<file path="src/rtl/instr_fetch_if.sv">
// Fetch-stage bus: control and program-load inputs in, issued instruction word and status out.
// The stage drives the slave side; the controller/testbench drives the master side.
interface instr_fetch_if #(
   parameter int PC_WIDTH = 4
);
   logic                run;
   logic                step;
   logic                load_en;
   logic [PC_WIDTH-1:0] load_addr;
   logic [7:0]          load_data;
   logic [3:0]          memoryFunction;
   logic [3:0]          memoryValue;
   logic [PC_WIDTH-1:0] pc;
   logic                fetch_valid;
   logic                halted;

   modport master (
      output run, step, load_en, load_addr, load_data,
      input  memoryFunction, memoryValue, pc, fetch_valid, halted
   );

   modport slave (
      input  run, step, load_en, load_addr, load_data,
      output memoryFunction, memoryValue, pc, fetch_valid, halted
   );
endinterface

</file>
<file path="src/rtl/instr_fetch.sv">
// Instruction fetch: writable program store + PC, issues one word per edge in free-run or per step edge.
// Issued word is visible one edge after run/step_rise is sampled; no backpressure, HALT exits only via reset.
module instr_fetch #(
   parameter int         PROG_DEPTH = 16,
   parameter int         PC_WIDTH   = 4,
   parameter logic [3:0] HALT_OP    = 4'hF
) (
   input logic          clk,
   input logic          rst_n,
   instr_fetch_if.slave bus
);
   typedef enum logic [1:0] {IDLE, RUN, HALT} state_t;

   state_t              state;
   logic [7:0]          mem [PROG_DEPTH];
   logic [PC_WIDTH-1:0] pc_r;
   logic [3:0]          func_r;
   logic [3:0]          val_r;
   logic                valid_r;
   logic                halted_r;
   logic                step_q;

   logic                step_rise;
   logic                issue;
   logic [7:0]          word;

   assign step_rise = bus.step & ~step_q;
   assign issue     = (state != HALT) & (bus.run | step_rise);
   assign word      = mem[pc_r];

   assign bus.memoryFunction = func_r;
   assign bus.memoryValue    = val_r;
   assign bus.pc             = pc_r;
   assign bus.fetch_valid    = valid_r;
   assign bus.halted         = halted_r;

   always_ff @(posedge clk) begin
      if (!rst_n) begin
         state    <= IDLE;
         pc_r     <= '0;
         func_r   <= '0;
         val_r    <= '0;
         valid_r  <= 1'b0;
         halted_r <= 1'b0;
         step_q   <= 1'b0;
         for (int i = 0; i < PROG_DEPTH; i++) mem[i] <= '0;
      end else begin
         step_q <= bus.step;

         // Loads only land while the fetch side is quiet, so a write never races a read.
         if (bus.load_en && !issue && state != RUN)
            mem[bus.load_addr] <= bus.load_data;

         case (state)
            HALT: begin
               func_r   <= '0;
               val_r    <= '0;
               valid_r  <= 1'b0;
               halted_r <= 1'b1;
            end
            default: begin
               if (issue) begin
                  if (word[7:4] == HALT_OP) begin
                     func_r   <= '0;
                     val_r    <= '0;
                     valid_r  <= 1'b0;
                     halted_r <= 1'b1;
                     state    <= HALT;
                  end else begin
                     func_r  <= word[7:4];
                     val_r   <= word[3:0];
                     valid_r <= 1'b1;
                     pc_r    <= pc_r + 1'b1;
                     state   <= bus.run ? RUN : IDLE;
                  end
               end else begin
                  func_r  <= '0;
                  val_r   <= '0;
                  valid_r <= 1'b0;
                  state   <= IDLE;
               end
            end
         endcase
      end
   end
endmodule

</file>
<file path="src/flat_wrapper.sv">
// flat-port wrapper written by rule: the top's interface ports become plain ports
module instr_fetch_flat 
#(
   parameter int         PROG_DEPTH = 16,
   parameter int         PC_WIDTH   = 4,
   parameter logic [3:0] HALT_OP    = 4'hF
)
  (clk, rst_n, bus_run, bus_step, bus_load_en, bus_load_addr, bus_load_data, bus_memoryFunction, bus_memoryValue, bus_pc, bus_fetch_valid, bus_halted);
  instr_fetch_if #(.PC_WIDTH(PC_WIDTH)) bus_i ();
  input logic clk;
  input logic rst_n;
  input wire logic [$bits(bus_i.run)-1:0] bus_run;
  input wire logic [$bits(bus_i.step)-1:0] bus_step;
  input wire logic [$bits(bus_i.load_en)-1:0] bus_load_en;
  input wire logic [$bits(bus_i.load_addr)-1:0] bus_load_addr;
  input wire logic [$bits(bus_i.load_data)-1:0] bus_load_data;
  output wire logic [$bits(bus_i.memoryFunction)-1:0] bus_memoryFunction;
  output wire logic [$bits(bus_i.memoryValue)-1:0] bus_memoryValue;
  output wire logic [$bits(bus_i.pc)-1:0] bus_pc;
  output wire logic [$bits(bus_i.fetch_valid)-1:0] bus_fetch_valid;
  output wire logic [$bits(bus_i.halted)-1:0] bus_halted;
  assign bus_i.run = bus_run;
  assign bus_i.step = bus_step;
  assign bus_i.load_en = bus_load_en;
  assign bus_i.load_addr = bus_load_addr;
  assign bus_i.load_data = bus_load_data;
  assign bus_memoryFunction = bus_i.memoryFunction;
  assign bus_memoryValue = bus_i.memoryValue;
  assign bus_pc = bus_i.pc;
  assign bus_fetch_valid = bus_i.fetch_valid;
  assign bus_halted = bus_i.halted;
  instr_fetch #(.PROG_DEPTH(PROG_DEPTH), .PC_WIDTH(PC_WIDTH), .HALT_OP(HALT_OP)) u_core (.clk(clk), .rst_n(rst_n), .bus(bus_i));
endmodule
</file>
<file path="config.mk">
export PLATFORM = sky130hd
export DESIGN_NAME = instr_fetch_flat
export DESIGN_NICKNAME = d
export VERILOG_FILES = /design/src/rtl/instr_fetch_if.sv /design/src/rtl/instr_fetch.sv /design/src/flat_wrapper.sv
export SDC_FILE = /design/constraint.sdc
export NUM_CORES = 1
export LEC_CHECK = 0
export CORE_ASPECT_RATIO = 0.5
export CORE_MARGIN = 3
export CORE_UTILIZATION = 30
export CTS_CLUSTER_DIAMETER = 30
export CTS_CLUSTER_SIZE = 25
export DETAILED_ROUTE_END_ITERATION = 10
export MAX_ROUTING_LAYER = met4
export PLACE_DENSITY = 0.52
export SLEW_MARGIN = 25
export SYNTH_ARGS = -nofsm -noshare
export SYNTH_HDL_FRONTEND = slang
export SYNTH_SLANG_ARGS = --single-unit
</file>
<file path="constraint.sdc">
create_clock -name clk -period 7.9 [get_ports clk]
set_input_delay 1.58 -clock clk [delete_from_list [all_inputs] [get_ports clk]]
set_output_delay 1.58 -clock clk [all_outputs]
set_load 0.005 [all_outputs]
</file>
**Congestion heat map**

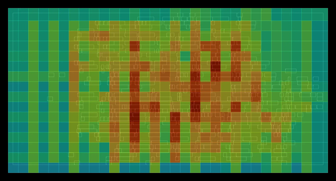
GR peak layer: met2
Final Core Density: 35.89%

==> flow_metrics.env <==
# flow metrics
export IMPL_critPathMaxFanout=9
export IMPL_cp_end_kind="flip-flop"
export IMPL_final_seq_area_um2=4265
export IMPL_hpwl_um=11170
export IMPL_power_uw=1838
export IMPL_final_area_um2=7849
export IMPL_clock_sinks=149
export IMPL_synthXorXnorAreaFrac_pct=0
export IMPL_insertion_delay_ns=0.43
export IMPL_top_logic_kind="simple AND/OR/NAND/NOR gates"
export IMPL_finalNetCount=490
export IMPL_placedCellCount=753
export IMPL_cp_required_ns=7.97
export IMPL_dr_pass1_iters=4
export IMPL_crit_type="in2reg"
export IMPL_synthAoiAreaFrac_pct=1.707
export IMPL_syn_num_nets=461
export IMPL_hold_start="u_core.bus.halted$_SDFFE_PN0P_"
export IMPL_drc_errors=0
export IMPL_topCellsByArea="edfxtp_1 57%, and2_1 12%, mux4_2 9.4%"
export IMPL_outcome="completed"
export IMPL_place_congestion=0.7982
export IMPL_hold_depth=1
export IMPL_switching_share_pct=23.81
export IMPL_whs_ns=0.4755
export IMPL_wirelength_um=16300
export IMPL_ys_warn_count=0
export IMPL_holdPathEnd="u_core.bus.halted$_SDFFE_PN0P_"
export IMPL_cts_resized_gates=0
export IMPL_r2r_end="u_core.mem[1][0]$_SDFFCE_PN0P_"
export IMPL_reg2regPathDepth=6
export IMPL_netlist_area_um2=6741
export IMPL_cts_root_buf="clkbuf_16"
export IMPL_row_count=38
export IMPL_top_cells_by_count="131 x and2_1, 128 x edfxtp_1, 28 x mux4_2"
export IMPL_combPwrFrac_pct=9.4
export IMPL_ys_sh_simple_pct=18.73
export IMPL_cts_buffers_inserted=17
export IMPL_regMostFlops="u_core.mem"
export IMPL_critPathLaunch="bus_step"
export IMPL_top_area_cell="edfxtp_1"
**Floorplan with the power grid**

Bar = 50 um. Pins as bars on the die edge. Tap cells in gray.
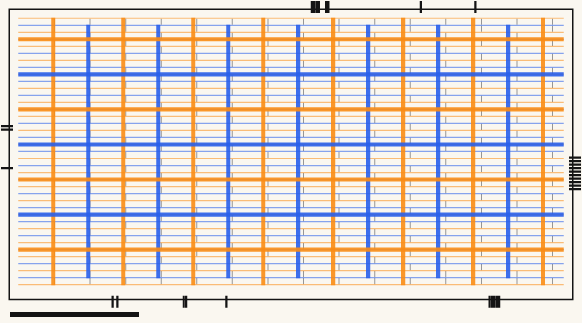
blue -> VDD
orange -> VSS
met4 straps = 15
met5 straps = 7
Peak supply drop: 139.9 uV
Die W: 218.0 um

==> metal layers <==
layer / track usage (%) / up-vias / part of all wire (%)
li1: - / 1695 / -
met1: 19.90 / 1855 / 46
met2: 21.37 / 98 / 46
met3: 3.163 / 14 / 6.6
met4: 5.382 / 0 / 1.1
met5: - / - / 0
==> power groups by stage <==
stage	combinational, uW	sequential (uW)	clock [uW]
6_report	173	899	766
5_1_grt	187	902	812
4_1_cts	177	900	778
3_5_place_dp	177	916	0
3_3_place_gp	176	916	0
2_1_floorplan	116	908	0
==> final cells by class <==
class,instances,share of cell area (%)
Clock buffer,18,5.468
Multi-Input combinational cell,267,29.44
Sequential cell,149,54.34
Timing Repair Buffer,34,4.209
Inverter,3,0.1435
Clock inverter,14,1.610
Tap cell,300,4.782
Power figures rest on the tool's default switching activity, not on a simulated workload.
